## config.mk

```make
export PLATFORM = sky130hd
export DESIGN_NAME = pipe_mux_skid
export DESIGN_NICKNAME = d
export VERILOG_FILES = /design/src/rtl/pipe_mux_skid.sv
export SDC_FILE = /design/constraint.sdc
export NUM_CORES = 1
export LEC_CHECK = 0
export CORE_ASPECT_RATIO = 1.2
export CORE_UTILIZATION = 30
export CTS_CLUSTER_DIAMETER = 30
export CTS_CLUSTER_SIZE = 28
export DETAILED_ROUTE_END_ITERATION = 8
export GPL_ROUTABILITY_DRIVEN = 0
export PLACE_DENSITY = 0.65
export SYNTH_ARGS = -nofsm -noshare
export SYNTH_HDL_FRONTEND = slang
export SYNTH_SLANG_ARGS = --single-unit
```

## constraint.sdc

```tcl
create_clock -name clk -period 4.41 [get_ports clk]
set_input_delay 0.882 -clock clk [delete_from_list [all_inputs] [get_ports clk]]
set_output_delay 0.882 -clock clk [all_outputs]
set_load 0.1 [all_outputs]
```

## src/rtl/pipe_mux_skid.sv

```systemverilog
// -----------------------------------------------------------------------------
// pipe_mux_skid
//   Selects one of NUM_IN input channels and registers it into a two-entry
//   pipeline stage (main register + skid register). in_ready comes straight
//   from a flop, so the upstream ready path is fully registered.
//
//   Parameters
//     WIDTH   data bits per channel
//     NUM_IN  number of input channels (2..16)
//     SEL_W   derived select width, max(1, ceil(log2(NUM_IN)))
//
//   Ports
//     clk        rising-edge clock
//     reset_n    synchronous active-low reset
//     in_bus     flattened channels, channel k at [k*WIDTH +: WIDTH]
//     sel        channel select, qualified by in_valid
//     in_valid   upstream beat present
//     in_ready   block can accept a beat (registered)
//     flush      synchronous flush, empties the stage
//     out_data   registered output word
//     out_valid  out_data holds a valid beat
//     out_ready  downstream accepts the beat
//     sel_err    sticky out-of-range select flag
//
//   Optional feature
//     PIPE_MUX_SKID_SEL_CHECK_EN : when defined, sel_err sets on any accept
//     with sel >= NUM_IN and stays set until reset. When undefined, sel_err
//     is tied low. An out-of-range select always captures the zero word.
// -----------------------------------------------------------------------------
module pipe_mux_skid #(
  parameter  int WIDTH  = 32,
  parameter  int NUM_IN = 4,
  localparam int SEL_W  = (NUM_IN > 1) ? $clog2(NUM_IN) : 1
) (
  input  logic                    clk,
  input  logic                    reset_n,
  input  logic [NUM_IN*WIDTH-1:0] in_bus,
  input  logic [SEL_W-1:0]        sel,
  input  logic                    in_valid,
  output logic                    in_ready,
  input  logic                    flush,
  output logic [WIDTH-1:0]        out_data,
  output logic                    out_valid,
  input  logic                    out_ready,
  output logic                    sel_err
);

  typedef enum logic [1:0] {
    EMPTY = 2'd0,
    ONE   = 2'd1,
    FULL  = 2'd2
  } state_t;

  state_t           state_r;
  state_t           state_n_s;
  logic [WIDTH-1:0] main_r;
  logic [WIDTH-1:0] main_n_s;
  logic [WIDTH-1:0] skid_r;
  logic [WIDTH-1:0] skid_n_s;
  logic             out_valid_r;
  logic             in_ready_r;
  logic             accept_s;
  logic             consume_s;
  logic [WIDTH-1:0] word_s;

  // Channel mux; a select with no matching channel yields the zero word.
  function automatic logic [WIDTH-1:0] pick_channel(
    input logic [NUM_IN*WIDTH-1:0] bus,
    input logic [SEL_W-1:0]        s
  );
    logic [WIDTH-1:0] w;
    w = '0;
    for (int k = 0; k < NUM_IN; k++) begin
      if (s == SEL_W'(k)) begin
        w = bus[k*WIDTH +: WIDTH];
      end else begin
        w = w;
      end
    end
    return w;
  endfunction

  assign accept_s  = in_valid && in_ready_r;
  assign consume_s = out_valid_r && out_ready;
  assign word_s    = pick_channel(in_bus, sel);

  // Next-state and next-register contents; flush overrides all traffic.
  always_comb begin
    state_n_s = state_r;
    main_n_s  = main_r;
    skid_n_s  = skid_r;
    if (flush) begin
      state_n_s = EMPTY;
      main_n_s  = '0;
      skid_n_s  = '0;
    end else begin
      case (state_r)
        EMPTY: begin
          if (accept_s) begin
            main_n_s  = word_s;
            state_n_s = ONE;
          end else begin
            state_n_s = EMPTY;
          end
        end
        ONE: begin
          if (accept_s && consume_s) begin
            main_n_s  = word_s;
            state_n_s = ONE;
          end else if (accept_s) begin
            // Downstream stalled: park the new beat behind main.
            skid_n_s  = word_s;
            state_n_s = FULL;
          end else if (consume_s) begin
            // main keeps its value so out_data holds while idle.
            state_n_s = EMPTY;
          end else begin
            state_n_s = ONE;
          end
        end
        FULL: begin
          if (consume_s) begin
            main_n_s  = skid_r;
            state_n_s = ONE;
          end else begin
            state_n_s = FULL;
          end
        end
        default: begin
          state_n_s = EMPTY;
          main_n_s  = '0;
          skid_n_s  = '0;
        end
      endcase
    end
  end

  // State, data and handshake registers; ready/valid follow the next state.
  always_ff @(posedge clk) begin
    if (!reset_n) begin
      state_r     <= EMPTY;
      main_r      <= '0;
      skid_r      <= '0;
      out_valid_r <= 1'b0;
      in_ready_r  <= 1'b1;
    end else begin
      state_r     <= state_n_s;
      main_r      <= main_n_s;
      skid_r      <= skid_n_s;
      out_valid_r <= (state_n_s != EMPTY);
      in_ready_r  <= (state_n_s != FULL);
    end
  end

  assign out_data  = main_r;
  assign out_valid = out_valid_r;
  assign in_ready  = in_ready_r;

`ifdef PIPE_MUX_SKID_SEL_CHECK_EN
  localparam logic [31:0] NUM_IN_U = 32'(NUM_IN);

  logic sel_err_r;
  logic sel_oob_s;

  assign sel_oob_s = ({{(32-SEL_W){1'b0}}, sel} >= NUM_IN_U);

  // Sticky flag: set by any out-of-range accept, cleared only by reset.
  always_ff @(posedge clk) begin
    if (!reset_n) begin
      sel_err_r <= 1'b0;
    end else if (accept_s && sel_oob_s) begin
      sel_err_r <= 1'b1;
    end else begin
      sel_err_r <= sel_err_r;
    end
  end

  assign sel_err = sel_err_r;
`else
  assign sel_err = 1'b0;
`endif

endmodule
```

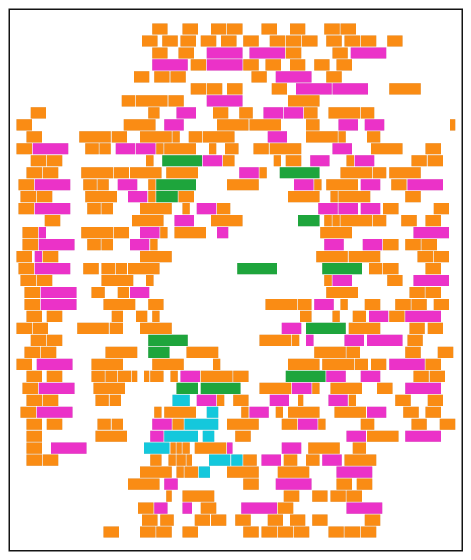
**Above:** run 1 (cell sizes after repair).
drive 6 and up: shown in green, cells 13, most used clkbuf_16. drive 1 or less: shown in orange, cells 329, most used clkdlybuf4s50_1. drive 2: shown in magenta, cells 89, most used mux4_2. drive 3 to 4: shown in cyan, cells 9, most used buf_4.

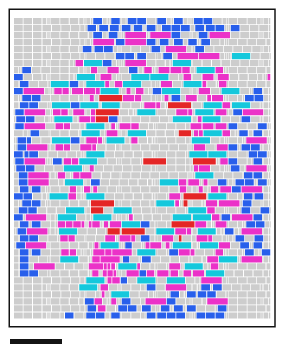
**Above:** run 1 (cell classes on the final placement).
The bar under the picture is 20 um long. Fill, decap, tap and diode cells in gray.
all other logic: shown in magenta, cells 185, share of their area 38%. flip-flops: shown in cyan, cells 68, share of their area 25%. clock drivers and dummy loads: shown in red, cells 15, share of their area 5.3%. other buffers and delay cells: shown in blue, cells 172, share of their area 31%.

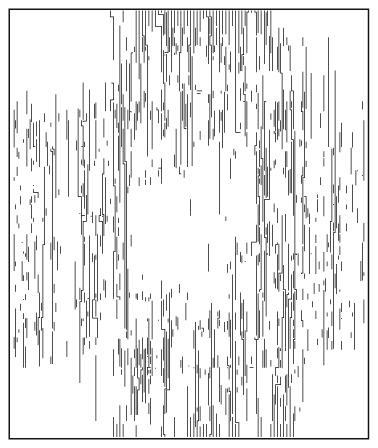
**Above:** run 1 (metal 2).
The layer carries 5210 um of wire. The layer holds 51% of the routed length.

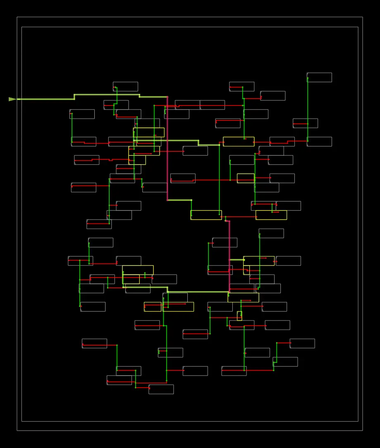
**Above:** run 1 (clock routing).
CTS Buf Count: 9
Worst-Skew Late Latency: 0.32 ns
CTS Sinks: 68

[run 1: placed cells by master (no fill, tap or decap), drive strengths merged]
cell / synthesis / layout
clkdlybuf4s50: 0 / 166
dfxtp: 68 / 68
a21oi: 36 / 36
mux4: 32 / 32
a22o: 32 / 32
a211oi: 31 / 31
a22oi: 31 / 31
clkbuf: 6 / 14
nand2: 6 / 6
buf: 30 / 6
nor2: 2 / 2
a31oi: 2 / 2
nand2b: 1 / 1
nor4: 1 / 1
a31o: 1 / 1
inv: 1 / 1
nor2b: 1 / 1
and2: 1 / 1
a311oi: 1 / 1
nor3b: 1 / 1
a221oi: 1 / 1
or3b: 1 / 1
nor3: 1 / 1
o21bai: 1 / 1
conb: 1 / 1
clkinv: 0 / 1
==> flow_summary.json, run 1 <==
{
  "status": "finished clean",
  "h-tree-depth": 3,
  "critical_path_class": "input port to flop",
  "cp_max_fo": 33,
  "top_layer_used": "met4",
  "drive_gt1_frac": 0.2523,
  "slowest_delay_ns": 0.85,
  "hold_path_end": "skid_r[21]$_SDFFE_PP0P_",
  "startpoint": "out_ready",
  "warning_count": 26,
  "clockPowerShare": 0.377,
  "met2_usage": 0.2917,
  "nMultiInputCombCells": 184,
  "dp_slack_ns": 1.122,
  "cts_setup_buffers": 0,
  "largest_cell_class": "combinational gates",
  "cp_cell_sequence": "clkdlybuf4s50_1, nand2_2, a31oi_4, buf_4, and2_2, a311oi_1",
  "grt_pass1_wl_mm": 16.14,
  "placed_area_mm2": 0.005343,
  "ys_types": 32,
  "num-nets-final": 571,
  "drt_iter0_markers": 85,
  "fill_cells": 1070,
  "fp_util": 0.3116,
  "r2r_cells": 5,
  "ys_top_cells_by_area": "dfxtp_1 (37%), mux4_2 (20%), a211oi_2 (10%), a22o_1 (7.7%), a22oi_2 (6.2%)",
  "met3_usage": 0.04613,
  "powerDensity_mw_per_mm2": 322.6,
  "hold_viol": 0,
  "fin_ws_ns": 1.453,
  "dp.cells": 582,
  "drtPass1Iterations": 4,
  "worstMarginPinSlew_ns": 1.108,
  "stdcell_count": 597,
  "antenna_found_initial": 0,
  "die_width_um": 102.5,
  "leakagePower_nw": 1.916,
  "vdd_drop_max_mv": 0.1711,
  "place_hpwl_mm": 7.181,
  "p_switching_uw": 515.4
}
==> run 1 -> run 2 <==
--- a/config.mk
+++ b/config.mk
@@ -11,7 +11,7 @@
 export CTS_CLUSTER_SIZE = 28
 export DETAILED_ROUTE_END_ITERATION = 8
 export GPL_ROUTABILITY_DRIVEN = 0
-export PLACE_DENSITY = 0.65
+export PLACE_DENSITY = 0.67
 export SYNTH_ARGS = -nofsm -noshare
 export SYNTH_HDL_FRONTEND = slang
 export SYNTH_SLANG_ARGS = --single-unit
==> constraint.sdc (replaced) <==
create_clock -name clk -period 2.65 [get_ports clk]
set_input_delay 0.53 -clock clk [delete_from_list [all_inputs] [get_ports clk]]
set_output_delay 0.53 -clock clk [all_outputs]
set_load 0.1 [all_outputs]
==> run 2 against run 1 <==
Net effect: clock skew barely moved; core utilization increased by 0.14 points; final area rose by 0.29%; critical path depth down 2; sequential share of layout area fell by 0.070 points; hold slack better by 0.0067 ns.
==> flow_summary.json, run 2 <==
{
  "status": "finished clean",
  "finalClockSkew_ns": 0.008650,
  "fin_ws_ns": 0.7552,
  "hold_buffers": 0,
  "placed_area_mm2": 0.005343,
  "critical_path_class": "flop to flop",
  "drt_wl_total_mm": 10.73,
  "cts_setup_buffers": 0,
  "num-nets-final": 579,
  "most-common-layout-cells": "clkdlybuf4s50_1 (132), dfxtp_1 (68), buf_4 (44)",
  "ys_top_cells_by_area": "dfxtp_1 (37%), mux4_2 (20%), a211oi_2 (10%), a22o_1 (7.7%), a22oi_2 (6.2%)",
  "ys_sh_aoi": 0.3370,
  "fp_util": 0.3116,
  "warning_count": 26,
  "top_cells_by_count": "dfxtp_1 (68), a21oi_1 (34), a22o_1 (32), mux4_2 (32), a211oi_2 (30)",
  "hold_viol": 0,
  "place_hpwl_mm": 7.538,
  "worstMarginPinSlew_ns": 0.6061,
  "ys_types": 32,
  "die_width_um": 102.5,
  "p_switching_uw": 931.6,
  "powerDensity_mw_per_mm2": 550.8,
  "pwr-share-comb": 0.263,
  "hold_path_end": "skid_r[30]$_SDFFE_PP0P_",
  "leakagePower_nw": 2.023,
  "h-tree-depth": 3,
  "drive_gt1_frac": 0.3452,
  "reg2reg_slack_ns": 0.76,
  "fp_nets": 424,
  "cp_max_fo": 21,
  "r2r_start": "state_r[1]$_SDFF_PN0_",
  "grt_pass1_wl_mm": 16.69,
  "clockPowerShare": 0.391,
  "dp_slack_ns": 0.4324,
  "vdd_drop_max_mv": 0.2926,
  "simple_gate_share": 0.02545,
  "r2r_cells": 4,
  "fin_crit_ns": 1.895,
  "setup_viol": 0,
  "mux_share": 0.1981,
  "numCtsBuffers": 9,
  "worstHoldStart": "skid_r[30]$_SDFFE_PP0P_",
  "root_buffer": "clkbuf_16",
  "cts.sinks": 68,
  "drt_iter0_markers": 141,
  "power_leader": "clock",
  "dp.cells": 590,
  "cp-start-kind": "flop",
  "stdcell_count": 606,
  "drc": 0,
  "clk_latency_ns": 0.33,
  "startpoint": "state_r[1]$_SDFF_PN0_",
  "p_int_mw": 2.179,
  "antenna_found_initial": 0,
  "clk_pin_slew_ns": 0.06,
  "final_common_cell": "clkdlybuf4s50_1",
  "drtPass1Iterations": 4
}
## run 2: cell counts after synthesis
Identical to the previous run, type by type.
## run 2: layer usage
metal,part of all wire,up-vias,global-route usage
met3,0.065,13,0.03417
met2,0.51,125,0.3083
met4,0.013,0,0.05446
met5,0,-,0
li1,-,1496,-
met1,0.41,1604,0.2052
## run 2: layout make-up
class                      count  area [um^2]
fill                        1098         6027
multi-input combinational    184         2079
timing repair buffer         180         1702
sequential                    68         1361
clock buffer                   9        225.2
tap                          157        196.4
clock inverter                 7        80.08
inverter                       1        3.754
## run 2: worst max-delay path, stage by stage (launching register included)
cell and delay [ns]:
dfxtp_1 0.54, nor2b_4 0.48, buf_4 0.41, a22oi_1 0.13, a211oi_2 0.23
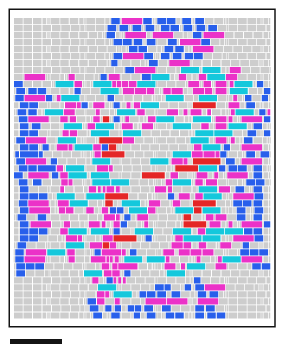
**Above:** run 2 (cell classes on the final placement).
The bar under the picture is 20 um long. Fill, decap, tap and diode cells in gray.
flip-flops: shown in cyan, cells 68, share of their area 25%. all other logic: shown in magenta, cells 185, share of their area 38%. other buffers and delay cells: shown in blue, cells 180, share of their area 31%. clock drivers and dummy loads: shown in red, cells 16, share of their area 5.6%.

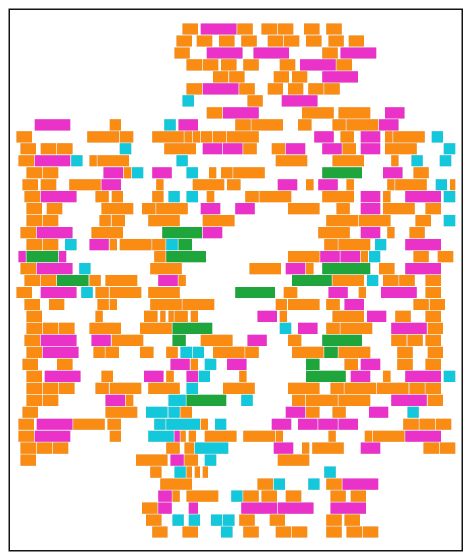
**Above:** run 2 (cell sizes after repair).
drive 6 and up: shown in green, cells 16, most used clkbuf_16. drive 1 or less: shown in orange, cells 294, most used clkdlybuf4s50_1. drive 3 to 4: shown in cyan, cells 51, most used buf_4. drive 2: shown in magenta, cells 88, most used mux4_2.

Power figures rest on the tool's default switching activity, not on a simulated workload.
